`src/rtl/camera64x64_reader.sv`:
```
// SPI mode-0 readout master for the 64x64 camera: waits for INT, then clocks in
// PIXELS x PIX_BITS bits MSB first and strobes each completed pixel downstream.
module camera64x64_reader #(
  parameter int          CLK_DIV  = 4,
  parameter int          PIX_BITS = 8,
  parameter int          PIXELS   = 4096,
  parameter int          ADDR_W   = 12,
  parameter logic [31:0] TIMEOUT  = 32'd200000
) (
  input  logic                CLK,
  input  logic                RST,
  input  logic                START,
  input  logic                INT,
  input  logic                MISO,
  output logic                SCLK,
  output logic                CS_N,
  output logic                BUSY,
  output logic                PIX_VALID,
  output logic [PIX_BITS-1:0] PIX_DATA,
  output logic [ADDR_W-1:0]   PIX_ADDR,
  output logic                DONE,
  output logic                ERR
);

  localparam int DIV_W = (CLK_DIV > 1) ? $clog2(CLK_DIV) : 1;
  localparam int BIT_W = $clog2(PIX_BITS);

  localparam logic [DIV_W-1:0] DIV_LAST = DIV_W'(CLK_DIV - 1);
  localparam logic [BIT_W-1:0] BIT_LAST = BIT_W'(PIX_BITS - 1);
  localparam logic [ADDR_W:0]  PIX_END  = (ADDR_W + 1)'(PIXELS);
  localparam logic [31:0]      TMO_LAST = TIMEOUT - 32'd1;

  typedef enum logic [1:0] {
    IDLE     = 2'd0,
    WAIT_INT = 2'd1,
    SHIFT    = 2'd2,
    FINISH   = 2'd3
  } state_t;

  state_t              state_q;
  logic [DIV_W-1:0]    div_q;
  logic [BIT_W-1:0]    bit_q;
  logic [ADDR_W:0]     pix_q;
  logic [31:0]         tmo_q;
  logic [PIX_BITS-1:0] shift_q;
  logic                sclk_q;
  logic                cs_n_q;
  logic                busy_q;
  logic                pix_valid_q;
  logic [PIX_BITS-1:0] pix_data_q;
  logic [ADDR_W-1:0]   pix_addr_q;
  logic                done_q;
  logic                err_q;

  // Frame sequencer, SPI clock generator and pixel assembler.
  always_ff @(posedge CLK) begin
    if (RST) begin
      state_q     <= IDLE;
      div_q       <= '0;
      bit_q       <= '0;
      pix_q       <= '0;
      tmo_q       <= 32'd0;
      shift_q     <= '0;
      sclk_q      <= 1'b0;
      cs_n_q      <= 1'b1;
      busy_q      <= 1'b0;
      pix_valid_q <= 1'b0;
      pix_data_q  <= '0;
      pix_addr_q  <= '0;
      done_q      <= 1'b0;
      err_q       <= 1'b0;
    end else begin
      pix_valid_q <= 1'b0;
      done_q      <= 1'b0;
      err_q       <= 1'b0;
      case (state_q)
        IDLE: begin
          if (START) begin
            state_q <= WAIT_INT;
            busy_q  <= 1'b1;
            tmo_q   <= 32'd0;
          end
        end
        WAIT_INT: begin
          if (INT) begin
            state_q <= SHIFT;
            cs_n_q  <= 1'b0;
            div_q   <= '0;
            bit_q   <= '0;
            pix_q   <= '0;
          end else if (tmo_q == TMO_LAST) begin
            state_q <= IDLE;
            err_q   <= 1'b1;
            busy_q  <= 1'b0;
          end else begin
            tmo_q <= tmo_q + 32'd1;
          end
        end
        SHIFT: begin
          if (div_q == DIV_LAST) begin
            div_q <= '0;
            if (!sclk_q) begin
              // Rising edge: camera data is stable, capture it.
              sclk_q  <= 1'b1;
              shift_q <= {shift_q[PIX_BITS-2:0], MISO};
              if (bit_q == BIT_LAST) begin
                pix_data_q  <= {shift_q[PIX_BITS-2:0], MISO};
                pix_addr_q  <= pix_q[ADDR_W-1:0];
                pix_valid_q <= 1'b1;
                bit_q       <= '0;
                pix_q       <= pix_q + (ADDR_W + 1)'(1);
              end else begin
                bit_q <= bit_q + BIT_W'(1);
              end
            end else begin
              sclk_q <= 1'b0;
              if (pix_q == PIX_END) begin
                state_q <= FINISH;
                done_q  <= 1'b1;
              end
            end
          end else begin
            div_q <= div_q + DIV_W'(1);
          end
        end
        FINISH: begin
          cs_n_q  <= 1'b1;
          busy_q  <= 1'b0;
          state_q <= IDLE;
        end
        default: begin
          state_q <= IDLE;
        end
      endcase
    end
  end

  assign SCLK      = sclk_q;
  assign CS_N      = cs_n_q;
  assign BUSY      = busy_q;
  assign PIX_VALID = pix_valid_q;
  assign PIX_DATA  = pix_data_q;
  assign PIX_ADDR  = pix_addr_q;
  assign DONE      = done_q;
  assign ERR       = err_q;

endmodule

```
`config.mk`:
```
export PLATFORM = sky130hd
export DESIGN_NAME = camera64x64_reader
export DESIGN_NICKNAME = d
export VERILOG_FILES = /design/src/rtl/camera64x64_reader.sv
export SDC_FILE = /design/constraint.sdc
export NUM_CORES = 1
export LEC_CHECK = 0
export CORE_MARGIN = 4
export CORE_UTILIZATION = 55
export DETAILED_ROUTE_END_ITERATION = 8
export GPL_TIMING_DRIVEN = 0
export PLACE_DENSITY = 0.75
export SKIP_CTS_REPAIR_TIMING = 1
export SYNTH_ARGS = -nofsm -noshare
export SYNTH_HDL_FRONTEND = slang
export SYNTH_SLANG_ARGS = --single-unit
```
`constraint.sdc`:
```
create_clock -name CLK -period 6.15 [get_ports CLK]
set_clock_uncertainty 0.2 [all_clocks]
set_input_delay 1.5375 -clock CLK [delete_from_list [all_inputs] [get_ports CLK]]
set_output_delay 1.5375 -clock CLK [all_outputs]
set_load 0.05 [all_outputs]
```
==> run_1/metal_density.png <==
18 x 18 tiles, from dark blue (low) to red (high), scaled to the fullest tile. Values are wire area over tile area, all layers added.
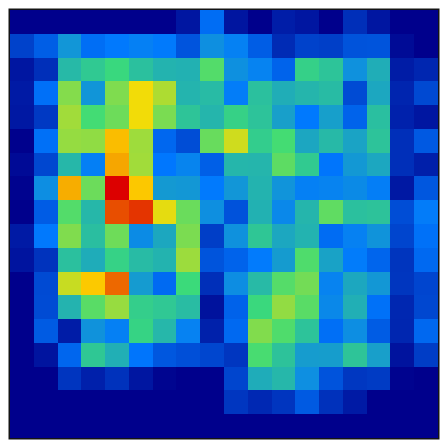
17% of the tiles are nearly empty. The mean over all tiles is 0.16. The densest ninth of the die: middle left. 14% of the tiles are over half the peak.

==> run_1/sizes.png <==
Bar = 20 um.
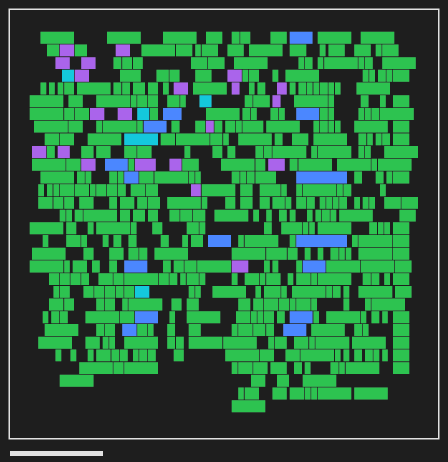
Key: purple = _2 cells [cells 21]; cyan = _3 and _4 cells [cells 5]; green = _0 and _1 cells [cells 465]; blue = _6 and larger [cells 15]

==> notes.md, run 1 <==
After floorplanning, the core was divided into 30 placement rows. According to the I/O placement log, the pin count is 31. The flow ran to the end, and the final reports show no timing, DRC or antenna violations. Summing all multi-input logic gate instances after layout gives 2010 um2. The die boundary width was 91.6 um. The logs give 44.3% for the sequential cell area fraction in the yosys report and 586 for the placed cell count. Of all nets on the critical path, the largest fanout is 10.

STA classifies the critical path startpoint as a primary input. Looking at the area split, the leading class of cells is logic gates. In the final report, the number of hold violations comes to 0.

The tools report the total inserted antenna cells as 0. For this run, global-route usage on met1 was measured as 24.9%. The setup violation total in the final timing report is 0. Max-capacitance violation count: 0. In this run the vertical extent of the chip is 91.6 um. The met2 usage in global routing was 36.8%; the clock buffer count was 10.

The power drawn by the combinational cells was 0.0496 mW. The count of multi-input gates is 347, and the share of final layout cell area taken by clock buffers and inverters is 5.15%. Dominant kind of combinational cell: simple AND/OR/NAND/NOR gates.

The tools report the combinational share of power as 4.7%.
==> run_1/flops_by_reg.png <==
Bar = 20 um.
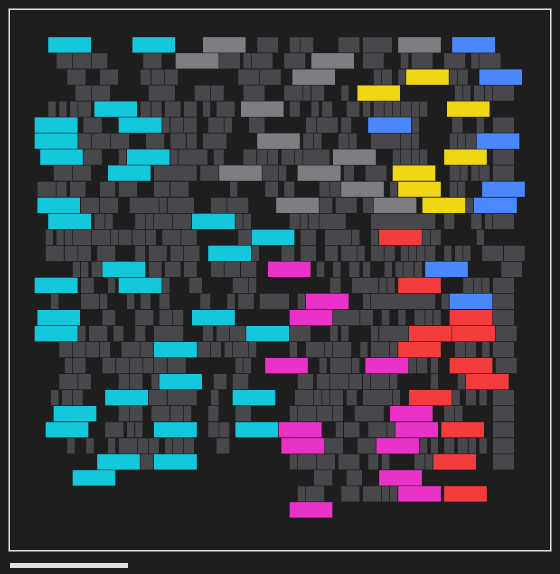
Key: magenta = `pix_q` [placed flops 13, where bottom centre]; red = `PIX_ADDR` [placed flops 12]; cyan = `tmo_q` [placed flops 32]; yellow = `shift_q` [placed flops 7, where upper right]; blue = `PIX_DATA` [placed flops 8]
Another 13 sequential cells are not coloured.

==> run 1: sequential cells by signal, indices dropped and copies added, names as in the netlist, named ones only <==
signal and count:
PIX_VALID 1, SCLK 1, pix_q 13, DONE 1, tmo_q 32, bit_q 3, PIX_DATA 8, PIX_ADDR 12
state_q 1, shift_q 7, div_q 2, BUSY 1, CS_N 1, ERR 1
==> run 1: logic make-up after synthesis <==
group                      count (synthesis)
AOI/OAI and AO/OA                         83
muxes                                      2
adders and majority gates                  6
DFF                                       85
buffers and inverters                     28
xor gates and xnor gates                  24
and+or+nand+nor                          232
==> run 1: worst max-delay path: stages <==
cell and delay, ns:
clkdlybuf4s50_1 0.49, nand2b_2 0.13, nor2_1 0.24, or2_2 0.18, clkbuf_1 0.42, clkbuf_1 0.53, nor2_1 0.11
==> run 1: layout by cell type (no fill, tap or decap), types with 3 or more instances in the layout <==
| cell type | instances |
|---|---|
| nand2_1 | 86 |
| dfxtp_1 | 85 |
| a21oi_1 | 45 |
| nor2_1 | 37 |
| clkdlybuf4s50_1 | 30 |
| xor2_1 | 16 |
| nand4_1 | 15 |
| nand3_1 | 15 |
| clkbuf_1 | 13 |
| clkbuf_8 | 10 |
| o21ai_0 | 9 |
| or3_1 | 9 |
| xnor2_1 | 8 |
| nor4_1 | 8 |
| or4_1 | 8 |
| inv_1 | 7 |
| and3_1 | 7 |
| nor4b_1 | 6 |
| ha_1 | 6 |
| nor3_1 | 5 |
| a21oi_2 | 5 |
| o211ai_1 | 5 |
| or4_2 | 4 |
| and4_1 | 4 |
| nand2b_1 | 4 |
| buf_2 | 3 |
| and2_1 | 3 |
| nor2b_1 | 3 |
| o31ai_1 | 3 |
| nor3b_1 | 3 |
| o21ai_1 | 3 |
| nor4bb_1 | 3 |
==> inputs of run 2 (changes only) <==
==> constraint.sdc (replaced) <==
create_clock -name CLK -period 3.6 [get_ports CLK]
set_clock_uncertainty 0.2 [all_clocks]
set_input_delay 0.9 -clock CLK [delete_from_list [all_inputs] [get_ports CLK]]
set_output_delay 0.9 -clock CLK [all_outputs]
set_load 0.05 [all_outputs]
==> run_2/sizes.png <==
Bar = 20 um.
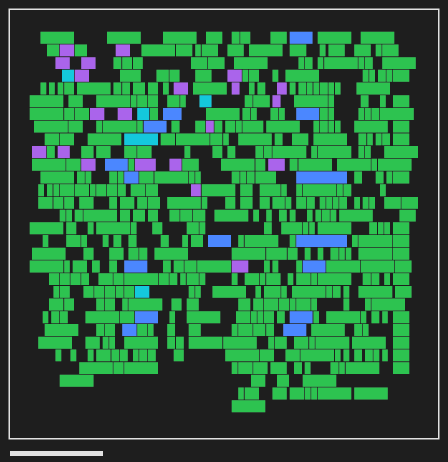
Key: green = _0 and _1 cells [cells 465]; cyan = _3 and _4 cells [cells 5]; purple = _2 cells [cells 21]; blue = _6 and larger [cells 15]

==> notes.md, run 2 <==
The number of buffer and inverter stages on the critical path was 3 (unchanged); the sequential cell area fraction in the yosys report was 44.3% (unchanged). The flow ran to the end, and the final reports show no timing, DRC or antenna violations. The critical path launch point type was a primary input.

The height of the die is 91.6 um (unchanged), and the final routed wirelength across all metal layers is 8520 um. The endpoint of the worst hold path is reported as PIX_ADDR[8]. The setup violation total in the final timing report was 0 (unchanged). With the number of cells on the worst hold path at 2, the post-synthesis cell count from yosys is 460. The total inserted antenna cells came out at 0 (unchanged). The number of standard cells after synthesis is 460. The first global-routing pass estimated 14500 um of wire.

The biggest fanout along the worst timing path was 10 (unchanged). Library cell with the largest summed area after synthesis: dfxtp_1. Capture instance of the worst register-to-register path: state_q[0]. The maximum number of pins on one net before global-route repair was 16. In the layout the commonest cells are 86 x nand2_1, 85 x dfxtp_1, 45 x a21oi_1. The maximum number of buffers from clock root to sink was 2; the die boundary width was 91.6 um (unchanged). The run gives 31 (unchanged) for the number of top-level design ports. For the worst slack after detailed placement, the log shows 0.280 ns. Uppermost signal routing layer after detailed routing: met4. Number of hold-slack violations in the final timing report: 0 (unchanged). The run gives 30 (unchanged) as the number of placement rows. Leaving out fill and tap cells, the most frequent cell in the layout is nand2_1. The cell sequence reported for the critical path is clkdlybuf4s50_1 > nand2b_2 > nor2_1 > or2_2 > clkbuf_1 > clkbuf_1 > nor2_1. In the synthesized netlist the async set-or-reset flop fraction comes to 0%. Post-synth the commonest register cell is dfxtp_1. The worst hold path begins at PIX_ADDR[8].

The cell family contributing the most delay on the critical path is buffers and inverters. In this run the layout overhead on the synthesized area is reported as 17.0%. The fraction of layout cells with a size suffix above 1 is 8.10%, and the post-layout utilization of the core is 66.2%. The register with the most flip-flops in the final layout is tmo_q. Looking at the critical path, the single cell with the biggest stage delay is clkbuf_1.

The post-layout minimum cycle time is 2.98 ns. The longest individual stage delay on the worst path is 0.53 ns (about the same). Summed over all nets, wire length on met3 after detailed routing comes to 393 um. The run gives 512 as the layout net count.

The class of the most critical setup path is in -> reg. The tools report the max-capacitance violation count as 0 (unchanged). The number of flip-flops in the largest register is 32 (unchanged).
==> run_2/clk_routes.png <==
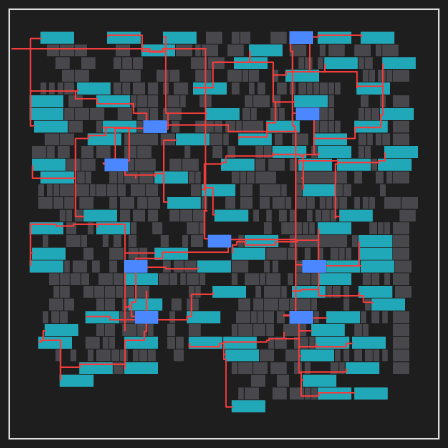
Key: cyan = flip-flops [count 85]; red = clock wires [length 1010 um]; blue = clock drivers [count 9]
Position of the flops: widely spread. There are 10 routed clock nets.

[run 2: cell counts after synthesis]
Identical to the previous run, type by type.
[run 2: cell type report]
class | instances | area [um2]
fill | 581 | 2300
multi-input combinational | 347 | 2010
sequential | 85 | 1700
timing repair buffer | 30 | 300
clock buffer | 10 | 138
tap | 96 | 120
buffer | 21 | 103
clock inverter | 6 | 93.8
inverter | 7 | 26.3
[run 2: worst max path at each step]
stage,slack [ns],startpoint,endpoint,depth (start not counted)
after floorplan,1.07,INT,tmo_q[8],5
final,0.62,START,tmo_q[23],7
after global placement,0.29,START,tmo_q[3],7
after global routing,0.41,INT,tmo_q[12],6
after CTS,0.63,START,tmo_q[23],7
after detailed placement,0.28,START,tmo_q[5],7
[run 2: logic make-up after synthesis]
kind of cell	share of synthesized area [%]
muxes	0.521
adders and majority gates	1.95
xor gates and xnor gates	5.47
and+or+nand+nor	31.3
AOI/OAI and AO/OA	13.1
buffers and inverters	3.35
DFF	44.3
[run 2: report_power, final]
part | switching, mW | internal, mW
Combinational | 0.0568 | 0.0280
Clock | 0.360 | 0.416
Sequential | 0.00516 | 0.945
[run 2: routing by layer]
layer | vias up | global-route usage [%]
met2 | 82 | 36.8
met1 | 1571 | 24.9
met5 | - | 0
li1 | 1719 | -
met3 | 12 | 3.86
met4 | 0 | 10.3
[run 2: stage by stage]
stage / std cells / power (mW)
floorplan: 460 / 1.03
global route: 602 / 1.87
CTS: 602 / 1.82
finish: 602 / 1.81
global placement: 586 / 1.05
detailed placement: 586 / 1.06
[run 2: tightest hold or removal path, stage by stage, from the launching register on]
cell	delay, ns
dfxtp_1	0.31
nand2_1	0.05
a21oi_1	0.05
==> inputs of run 3 (changes only) <==
--- a/config.mk
+++ b/config.mk
@@ -6,10 +6,10 @@
 export NUM_CORES = 1
 export LEC_CHECK = 0
 export CORE_MARGIN = 4
-export CORE_UTILIZATION = 55
+export CORE_UTILIZATION = 52
 export DETAILED_ROUTE_END_ITERATION = 8
 export GPL_TIMING_DRIVEN = 0
-export PLACE_DENSITY = 0.75
+export PLACE_DENSITY = 0.74
 export SKIP_CTS_REPAIR_TIMING = 1
 export SYNTH_ARGS = -nofsm -noshare
 export SYNTH_HDL_FRONTEND = slang
==> constraint.sdc (replaced) <==
create_clock -name CLK -period 2.7 [get_ports CLK]
set_clock_uncertainty 0.2 [all_clocks]
set_input_delay 0.675 -clock CLK [delete_from_list [all_inputs] [get_ports CLK]]
set_output_delay 0.675 -clock CLK [all_outputs]
set_load 0.05 [all_outputs]
==> run_3/placement.png <==
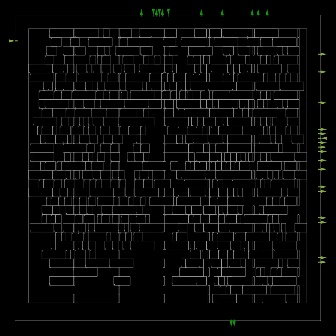
sequential cell area share: 37.6%
final core utilization: 62.7%
tap cell count: 99

==> notes.md, run 3 <==
The sequential share of power came out at 52.8% (+0.3 points). The critical path starts at INT. The area fraction in compound gates works out to 13.1% (unchanged). The most critical setup path has its endpoint at tmo_q[8].

The run gives 0 (unchanged) as the setup violation total in the final timing report. Dominant register cell: dfxtp_1. The maximum number of buffers from clock root to sink is 2 (unchanged). Largest register by flop count: tmo_q. The area fraction in and, or, nand and nor cells came out at 31.3% (unchanged). Number of flip-flops in the largest register: 32 (unchanged). The run finished with clean final reports. The sequential cell area fraction in the yosys report came out at 44.3% (unchanged). The internal power is 1.83 mW (+32%), and the post-synthesis cell count from yosys is 460 (unchanged). The run gives 0 (unchanged) as the total inserted antenna cells. With the final routed wirelength across all metal layers at 8430 um (-0.97%), the number of buffer and inverter stages on the critical path is 1 (-2).

For the number of placement rows, the log shows 31 (+3.3%). The part of the power in the clock network was 42.4% (-0.5 points). Max-capacitance violation count: 0 (unchanged). The number of top-level design ports was 31 (unchanged); the first-pass GRT wire length was 14300 um (-1.7%).

Biggest power consumer among the groups: registers. The total net switching power came out at 0.569 mW (+35%). The master of the slowest instance on the critical path is or4_2. The depth of the critical timing path with buffers and inverters included was 6 (-1). The worst setup path is of the in -> reg kind. The area fraction in full adders, half adders and majority gates came out at 1.95% (unchanged). The layout net count is 514 (+0.39%).
==> run_3/flops_by_reg.png <==
Bar = 20 um.
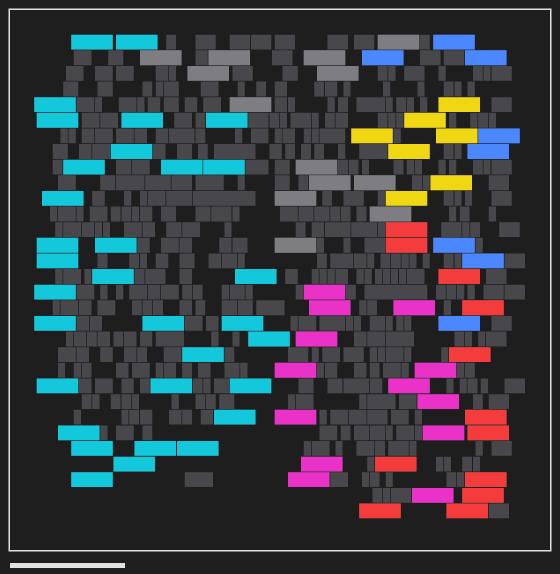
Key: red = `PIX_ADDR` [placed flops 12]; magenta = `pix_q` [placed flops 13]; blue = `PIX_DATA` [placed flops 8]; yellow = `shift_q` [placed flops 7, where upper right]; cyan = `tmo_q` [placed flops 32]

-- run 3: cell counts after synthesis --
Identical to the previous run, type by type.
-- run 3: per-stage QoR --
stage | hold WS [ns] | cells | setup WS [ns] | TNS [ns]
after CTS | 0.259 | 605 | -0.0516 | -0.452
after floorplan | 0.232 | 460 | 0.398 | 0
final | 0.255 | 607 | 0.0593 | 0
after detailed placement | 0.247 | 589 | -0.435 | -12.25
after global placement | 0.243 | 589 | -0.416 | -11.14
after global routing | 0.283 | 607 | 0.0134 | 0
-- run 3: how the worst min path moves through the flow --
stage               slack (ns)  cells past startpoint            to    startpoint
floorplan                 0.23                      2   PIX_DATA[7]    shift_q[6]
global placement          0.24                      2   PIX_DATA[0]   PIX_DATA[0]
detailed placement        0.25                      2   PIX_DATA[3]   PIX_DATA[3]
finish                    0.26                      2   PIX_DATA[3]   PIX_DATA[3]
CTS                       0.26                      2  PIX_ADDR[10]  PIX_ADDR[10]
global route              0.28                      2   PIX_ADDR[2]   PIX_ADDR[2]
-- run 3: cell type report --
| class | count | area [um2] |
|---|---|---|
| fillers | 683 | 2690 |
| multi-input cells | 347 | 2030 |
| flip-flops and latches | 85 | 1700 |
| repair buffers | 32 | 315 |
| clock buffers | 10 | 128 |
| well taps | 99 | 124 |
| plain buffers | 21 | 106 |
| clock inverters | 6 | 93.8 |
| inverters | 7 | 26.3 |
-- run 3: metal layers --
metal / part of all wire [%] / routed length (um) / global-route usage (%) / up-vias
li1: - / - / - / 1718
met1: 45 / 3800 / 24.1 / 1635
met2: 49 / 4150 / 33.8 / 58
met3: 3.4 / 286 / 4.49 / 16
met4: 2.4 / 200 / 10.1 / 0
met5: 0 / 0 / 0 / -
Power and IR drop assume default switching activity.
